`config.mk`:
```
export PLATFORM = sky130hd
export DESIGN_NAME = jump_module
export DESIGN_NICKNAME = d
export VERILOG_FILES = /design/src/rtl/jump_pkg.sv /design/src/rtl/jump_target_calc.sv /design/src/rtl/jump_module.sv
export SDC_FILE = /design/constraint.sdc
export NUM_CORES = 1
export LEC_CHECK = 0
export CAP_MARGIN = 20
export CORE_MARGIN = 10
export CORE_UTILIZATION = 44
export DETAILED_ROUTE_END_ITERATION = 12
export PLACE_DENSITY = 0.93
export SYNTH_ARGS = -nofsm -noshare
export SYNTH_HDL_FRONTEND = slang
export SYNTH_SLANG_ARGS = --single-unit
```
`constraint.sdc`:
```
create_clock -name clk -period 4 [get_ports clk]
set_clock_uncertainty 0.1 [all_clocks]
set_input_delay 0.4 -clock clk [delete_from_list [all_inputs] [get_ports clk]]
set_output_delay 0.4 -clock clk [all_outputs]
set_load 0.01 [all_outputs]
```
`src/rtl/jump_pkg.sv`:
```
// rtl/jump_pkg.sv - shared constants and state type for the jump-resolution unit
package jump_pkg;

  localparam int PC_W  = 32;
  localparam int IMM_W = 26;

  localparam logic [3:0] PATH_J   = 4'd6;
  localparam logic [3:0] PATH_JAL = 4'd7;
  localparam logic [3:0] PATH_JR  = 4'd8;

  typedef enum logic [1:0] {
    IDLE = 2'd0,
    DONE = 2'd1,
    HOLD = 2'd2
  } state_t;

endpackage

```
`src/rtl/jump_target_calc.sv`:
```
// rtl/jump_target_calc.sv - combinational next-PC selection (JAL handled only with JUMP_LINK_EN)
module jump_target_calc #(
  parameter int PC_W  = 32,
  parameter int IMM_W = 26
) (
  input  logic             jump,
  input  logic [3:0]       path_index,
  input  logic [PC_W-1:0]  pc,
  input  logic [IMM_W-1:0] addr,
  input  logic [PC_W-1:0]  reg_addr,
  output logic [PC_W-1:0]  target,
  output logic             is_link
);
  import jump_pkg::*;

  // Fall-through unless a recognised jump path is flagged as a jump
  always_comb begin
    target  = pc + PC_W'(1);
    is_link = 1'b0;
    if (jump) begin
      case (path_index)
        PATH_J:  target = {pc[PC_W-1:IMM_W], addr};
`ifdef JUMP_LINK_EN
        PATH_JAL: begin
          target  = {pc[PC_W-1:IMM_W], addr};
          is_link = 1'b1;
        end
`endif
        PATH_JR: target = reg_addr;
        default: ;
      endcase
    end
  end

endmodule

```
`src/rtl/jump_module.sv`:
```
// rtl/jump_module.sv - jump-resolution FSM and output registers (link ports with JUMP_LINK_EN)
module jump_module #(
  parameter int PC_W  = 32,
  parameter int IMM_W = 26
) (
  input  logic             clk,
  input  logic             rst,
  input  logic             en,
  input  logic             jump,
  input  logic [PC_W-1:0]  pc,
  input  logic [IMM_W-1:0] addr,
  input  logic [3:0]       path_index,
  input  logic [PC_W-1:0]  reg_addr,
`ifdef JUMP_LINK_EN
  output logic             link_we,
  output logic [PC_W-1:0]  link_data,
`endif
  output logic [PC_W-1:0]  pc_out,
  output logic             jump_done
);
  import jump_pkg::*;

  state_t            state, state_n;
  logic              load;
  logic [PC_W-1:0]   target;
  logic              link_flag;
  logic [PC_W-1:0]   pc_out_q;

  jump_target_calc #(.PC_W(PC_W), .IMM_W(IMM_W)) u_calc (
    .jump       (jump),
    .path_index (path_index),
    .pc         (pc),
    .addr       (addr),
    .reg_addr   (reg_addr),
    .target     (target),
    .is_link    (link_flag)
  );

  // State register; reset wins over en
  always_ff @(posedge clk) begin
    if (rst) state <= IDLE;
    else     state <= state_n;
  end

  // One DONE cycle per en assertion; HOLD parks until en drops
  always_comb begin
    state_n = state;
    case (state)
      IDLE:    if (en) state_n = DONE;
      DONE:    state_n = en ? HOLD : IDLE;
      HOLD:    if (!en) state_n = IDLE;
      default: state_n = IDLE;
    endcase
  end

  assign load = (state == IDLE) && en;

  // Result captured only when an operation starts; held everywhere else
  always_ff @(posedge clk) begin
    if (rst)       pc_out_q <= '0;
    else if (load) pc_out_q <= target;
  end

  assign pc_out    = pc_out_q;
  assign jump_done = (state == DONE);

`ifdef JUMP_LINK_EN
  logic            link_we_q;
  logic [PC_W-1:0] link_data_q;

  // Link write strobe lives only in the DONE cycle of a JAL
  always_ff @(posedge clk) begin
    if (rst) begin
      link_we_q   <= 1'b0;
      link_data_q <= '0;
    end else begin
      link_we_q <= load && link_flag;
      if (load && link_flag) link_data_q <= pc + PC_W'(1);
    end
  end

  assign link_we   = link_we_q;
  assign link_data = link_data_q;
`else
  logic unused_link;
  assign unused_link = link_flag;
`endif

endmodule

```
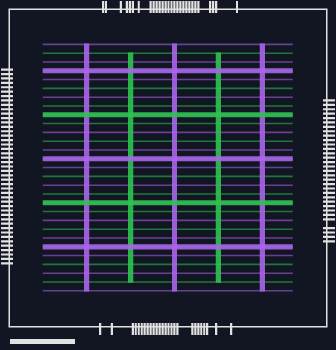
Figure 1: run 1, floorplan with the power grid.
The bar under the picture is 20 um long. Pins as bars on the die edge.
| net | colour |
|---|---|
| VSS | purple |
| VDD | green |
rows: 28
met4 straps: 5
signal pins: 131

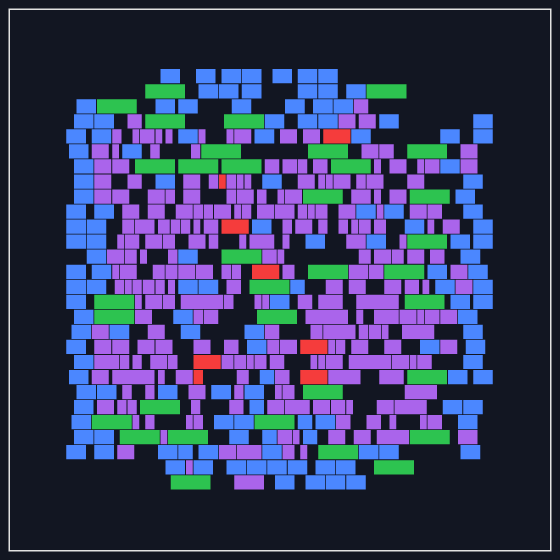
Figure 2: run 1, placement by cell class.
| class | colour | cells |
|---|---|---|
| all other logic | purple | 248 |
| clock drivers and dummy loads | red | 8 |
| flip-flops | green | 34 |
| other buffers and delay cells | blue | 137 |

==> results.yml, run 1 <==
# synthesis and place-and-route metrics
final_layout:
  area_growth_pct: 51.82
  nets: 525
  fill_cells: 489
synth:
  top_cell_area_share_pct: 25.65
  ys_top_cells_by_area: "dfxtp_1 (26%), a22o_1 (8.3%), xnor2_1 (7.6%), a22oi_1 (6.8%), nor2_1 (5.2%)"
  ff_type: "dfxtp_1"
  synth_flops: 34
  async_flop_share_pct: 0
  edf_count: 0
  syn-instance-count: 306
place:
  dp_hpwl_um: 7558
  dpl_worst_slack_ns: 0.5386
  place.gp.congestion: 0.8722
clock_tree:
  cts_sinks: 34
  clk_root_buffer_cell: "clkbuf_8"
  clock_latency_ns: 0.29
  cts_buffer_depth: 2
  cts_tree: "built"
  ctsResizeCount: 0
  cts_setup_buffers: 0
pwr:
  pwr-share-seq_pct: 38.4
  p_leak_nw: 1.380
  p_int_mw: 0.7084
min_path:
  hp-class: "flip-flop to flip-flop"
  hold_path_startpoint: "pc_out[4]"
worst_setup_path:
  critical_path_required_ns: 4.05
  crit_type: "primary input to flip-flop"
  cp-end-kind: "flip-flop"
  r2r_slack_ns: 2.03
  crit_fanout: 12
  rr_worst_depth: 6
  start_kind: "primary input"
final_timing:
  setup_violations: 0
  fin_tns_setup_ns: 0
  rsz0062_at_grt: "false"
  slew_viol_final: 0
drt:
  vias: 3044
  drc: 0
  wl_per_cell_um: 19.68
grt:
  grt_pass1_wl_um: 16240
  grt_antenna_before_repair: 0
  grtUsageTotal_pct: 20.39
  grt_max_degree: 41
  grt_overflow: 0
floorplanning:
  core_area_mm2: 0.005886
  fp.dieW_um: 97.66
  die-area_mm2: 0.009537
run:
  cap_viol_max_count: 0
run_status:
  outcome: "finished, final reports clean"
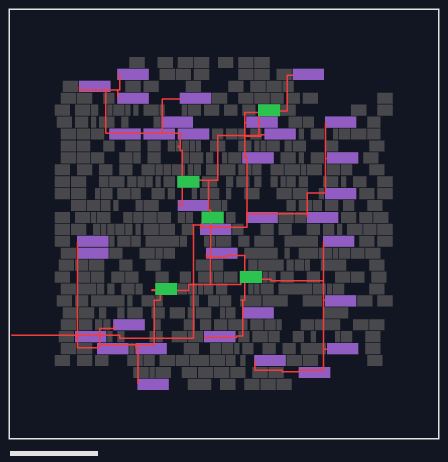
Figure 3: run 1, clock network drawn from the DEF.
The bar under the picture is 20 um long.
[cells driving clock nets] green | count: 5
[flip-flops] purple | count: 34
[clock wires] red | length: 517 um
routed clock nets: 6

-- run 1: power by group through the flow --
stage          clock network (mW)  registers [mW]  logic [mW]
6_report                    0.271           0.390       0.355
5_1_grt                     0.287           0.394       0.382
3_3_place_gp                    0           0.396       0.343
4_1_cts                     0.276           0.390       0.355
2_1_floorplan                   0           0.408       0.140
3_5_place_dp                    0           0.397       0.353
-- run 1: worst max-delay path, stage by stage --
cell and delay [ns]:
clkdlybuf4s50_1 0.58, ha_1 0.25, nand3_1 0.56, nor4_2 0.59
xnor2_1 0.12, a221oi_1 0.27, nor3_1 0.09
-- run 1: cells in the final DEF, fill, tap and decap left out, types with 2 or more instances in the layout --
cell type and n:
a21oi_1 7, or3_1 3, xor2_1 6, a22o_1 25, nor3_1 18, nor2b_1 3, o21ai_0 7, nor4_1 3
nor3b_2 2, o221ai_1 2, o32ai_2 6, o32ai_1 7, clkbuf_8 6, dfxtp_1 34, a211oi_1 2, a22oi_1 24
nor3_2 4, buf_4 7, nand4_1 9, clkdlybuf4s50_1 130, nor4_2 4, xnor2_1 23, inv_1 4, nor2_1 37
nand2b_1 2, nor4_4 3, nand2_1 11, nand4_4 2, a221oi_1 7, nand3_1 8, and4_1 4, and3_1 2
-- run 1: how the worst max path moves through the flow --
stage	depth (start not counted)	slack [ns]	startpoint	end
6_report	7	1.18	pc[0]	pc_out[16]
5_1_grt	7	0.92	pc[0]	pc_out[16]
4_1_cts	6	0.83	path_index[2]	pc_out[20]
3_5_place_dp	6	0.54	path_index[2]	pc_out[20]
3_3_place_gp	7	0.72	path_index[1]	pc_out[18]
2_1_floorplan	6	2.16	path_index[1]	pc_out[31]
-- run 1: cells by family (layout without fill, tap and decap cells) --
group | count (synthesis) | count (layout) | synth area share [%]
compound gates | 93 | 93 | 28.90
xor+xnor | 29 | 29 | 9.571
fa+ha+maj | 1 | 1 | 0.4714
buf+inv | 28 | 149 | 7.119
flops | 34 | 34 | 25.65
simple gates | 121 | 121 | 28.29
-- run 1: metal layers --
metal,share of wire (%),GRT usage (%)
met5,0,0
met4,1.8,7.383
met3,9.5,7.824
met2,50,35.05
met1,39,22.14
-- run 1: through the flow --
| stage | hold slack, ns | cell area, um2 |
|---|---|---|
| after global placement | 0.3776 | 3930 |
| after floorplan | 0.4105 | 2654 |
| after global routing | 0.4274 | 4029 |
| final | 0.3968 | 4029 |
| after CTS | 0.4043 | 4021 |
| after detailed placement | 0.3895 | 3930 |
-- run 1: final cells by class --
class / instances / area (um2) / area share [%]
clock buffers: 7 / 86.33 / 2.143
clock inverters: 1 / 5.005 / 0.1242
inverters: 4 / 15.01 / 0.3727
multi-input cells: 244 / 1794 / 44.53
flip-flops and latches: 34 / 680.7 / 16.89
well taps: 75 / 93.84 / 2.329
repair buffers: 137 / 1354 / 33.60
-- run 1: state kept, by name, summed over array words and instances (netlist names) --
name,cells
state,2
pc_out,32
Figure 4. Signal wires by layer (run 1).
The bar under the picture is 20 um long.
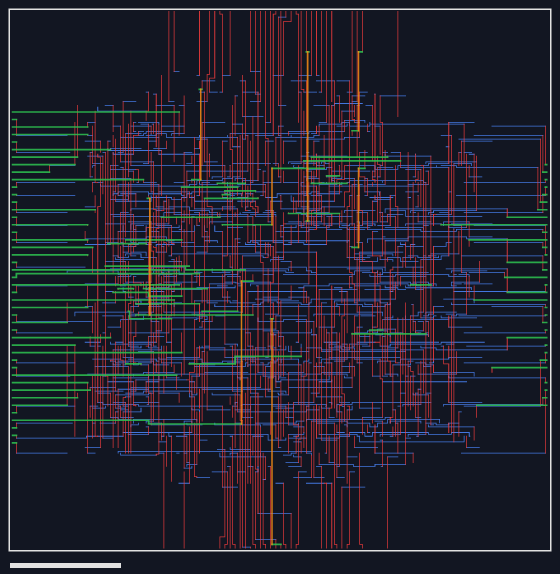

## Run 2: what changed since run 1
Settings changed: CORE_UTILIZATION 44 to 37, PLACE_DENSITY 0.93 to 0.84.
Clock period 4 ns to 2.5 ns, I/O delays scaled along.
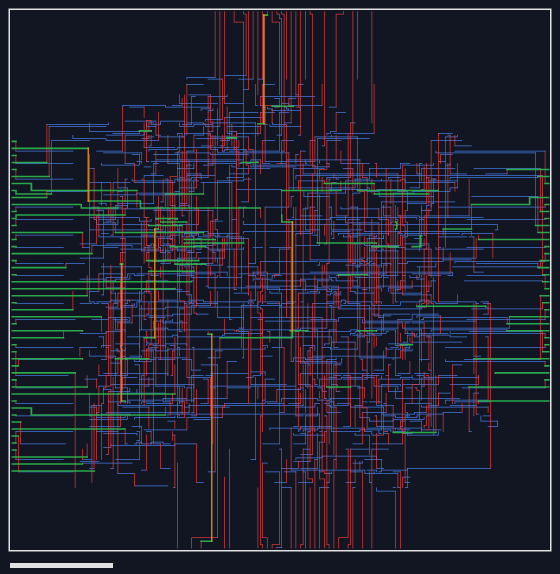
Figure 5: run 2, signal wires by layer.
The bar under the picture is 20 um long.
| layer | colour | wire length |
|---|---|---|
| met2 | red | 4900 um |
| met1 | blue | 4290 um |
| met4 | orange | 140 um |
| met3 | green | 896 um |

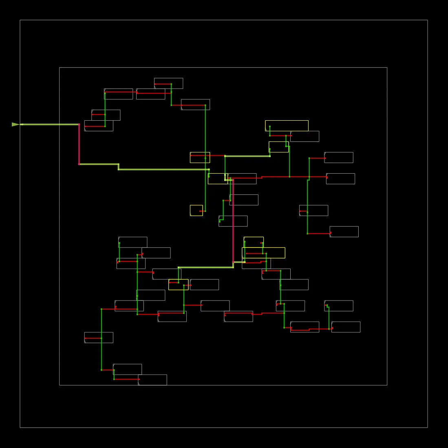
Figure 6: run 2, clock wiring as the flow saved it.
P_clk: 0.622 mW
clk latency late pin: 0.29 ns
CTS Sinks: 34

==> results.yml, run 2 <==
# synthesis and place-and-route metrics
run_status:
  outcome: "finished, final reports clean"
worst_setup_path:
  rr_worst_depth: 6
  r2r_slack_ns: 0.74
  crit_fanout: 7
  crit_chain: "clkdlybuf4s50_1 > ha_1 > nand3_1 > buf_4 > nor4_1 > xnor2_1 > o32ai_1"
  crit_path_top_delay_cell: "clkdlybuf4s50_1"
  crit_end: "pc_out[22]"
  crit_type: "primary input to flip-flop"
  critical_path_required_ns: 2.60
  cp-end-kind: "flip-flop"
  start_kind: "primary input"
clock_tree:
  ctsResizeCount: 0
  cts_tree: "built"
  clk_root_buffer_cell: "clkbuf_8"
  cts_setup_buffers: 0
  cts_buffer_depth: 2
final_layout:
  area_growth_pct: 59.08
  largest_reg_flops: 32
  lay_top_cells: "clkdlybuf4s50_1 (130), nor2_1 (37), dfxtp_1 (34)"
  fill_cells: 617
  layout.cells.most_common: "clkdlybuf4s50_1"
grt:
  grt_overflow: 0
  grtUsageTotal_pct: 17.54
min_path:
  hp-class: "flip-flop to flip-flop"
place:
  dp_hpwl_um: 8199
  dpl_worst_slack_ns: 0.09034
drt:
  vias: 3083
  drc: 0
synth:
  async_flop_share_pct: 0
  top_cell_area_share_pct: 25.65
  ff_type: "dfxtp_1"
  ys_top_cells_by_area: "dfxtp_1 (26%), a22o_1 (8.3%), xnor2_1 (7.6%), a22oi_1 (6.8%), nor2_1 (5.2%)"
final_timing:
  slew_viol_final: 0
  fin_tns_setup_ns: 0
  rsz0062_at_grt: "false"
floorplanning:
  fp.dieW_um: 104.7
  die-area_mm2: 0.01096
  core_area_mm2: 0.006869
pwr:
  p_int_mw: 1.322
  p_leak_nw: 1.476
## run 2: netlist changes by cell type in the layout (fill, tap and decap cells not counted)
cell / delta
buf_4: +16
bufinv_16: +2
clkbuf_1: -1
clkbuf_8: -1
clkinv_2: -1
clkinv_4: +1
## run 2: power groups by stage
stage	clock network [mW]	logic (mW)	registers, mW
floorplan	0	0.224	0.653
global placement	0	0.574	0.633
finish	0.622	0.585	0.624
global route	0.650	0.628	0.631
CTS	0.632	0.586	0.624
detailed placement	0	0.583	0.636
## run 2: worst min-delay path by stage
stage | from | to | depth (start not counted)
2_1_floorplan | en | state[1] | 1
3_3_place_gp | pc_out[0] | pc_out[0] | 2
3_5_place_dp | pc_out[7] | pc_out[7] | 2
4_1_cts | pc_out[7] | pc_out[7] | 2
5_1_grt | pc_out[16] | pc_out[16] | 2
6_report | pc_out[7] | pc_out[7] | 2
## run 2: metal layers
layer  GRT usage, %  up-vias  part of all wire [%]
li1               -     1459                     -
met1          20.55     1454                    42
met2          29.72      158                    48
met3          6.695       12                   8.8
met4          3.725        0                   1.4
met5              0        -                     0
## run 2: cell type report
type                    instances  area (um2)  share of cell area, %
repair buffers                153        1474                  34.91
clock buffers                   5       68.82                  1.630
inverters                       4       15.01                 0.3557
flip-flops and latches         34       680.7                  16.12
clock inverters                 3       68.82                  1.630
well taps                      96       120.1                  2.845
multi-input cells             244        1794                  42.50
## run 2: cells by family after synthesis
kind of cell             count (synthesis)  synth area share [%]
flip-flops                              34                 25.65
XOR/XNOR                                29                 9.571
AND-OR/OR-AND                           93                 28.90
buffers and inverters                   28                 7.119
adder cells (fa/ha/maj)                  1                0.4714
AND/OR/NAND/NOR                        121                 28.29
## run 2: stage by stage
step | total power [mW] | area [um2] | std cells | util [%] | hold WS, ns
2_1_floorplan | 0.8773 | 2654 | 306 | - | 0.3133
3_3_place_gp | 1.207 | 4076 | 530 | 59.34 | 0.3771
4_1_cts | 1.842 | 4214 | 538 | 61.35 | 0.4006
5_1_grt | 1.909 | 4222 | 539 | 61.46 | 0.4344
3_5_place_dp | 1.220 | 4076 | 530 | 59.34 | 0.3854
6_report | 1.831 | 4222 | 539 | 61.46 | 0.3978
## run 2: critical path, delay by kind of cell
kind,cells,cell delay [ns]
buffers and inverters,2,0.83
and+or+nand+nor,2,0.52
AOI/OAI and AO/OA,1,0.25
adders and majority gates,1,0.24
xor gates and xnor gates,1,0.13
Power is estimated from default activity; no workload was simulated.
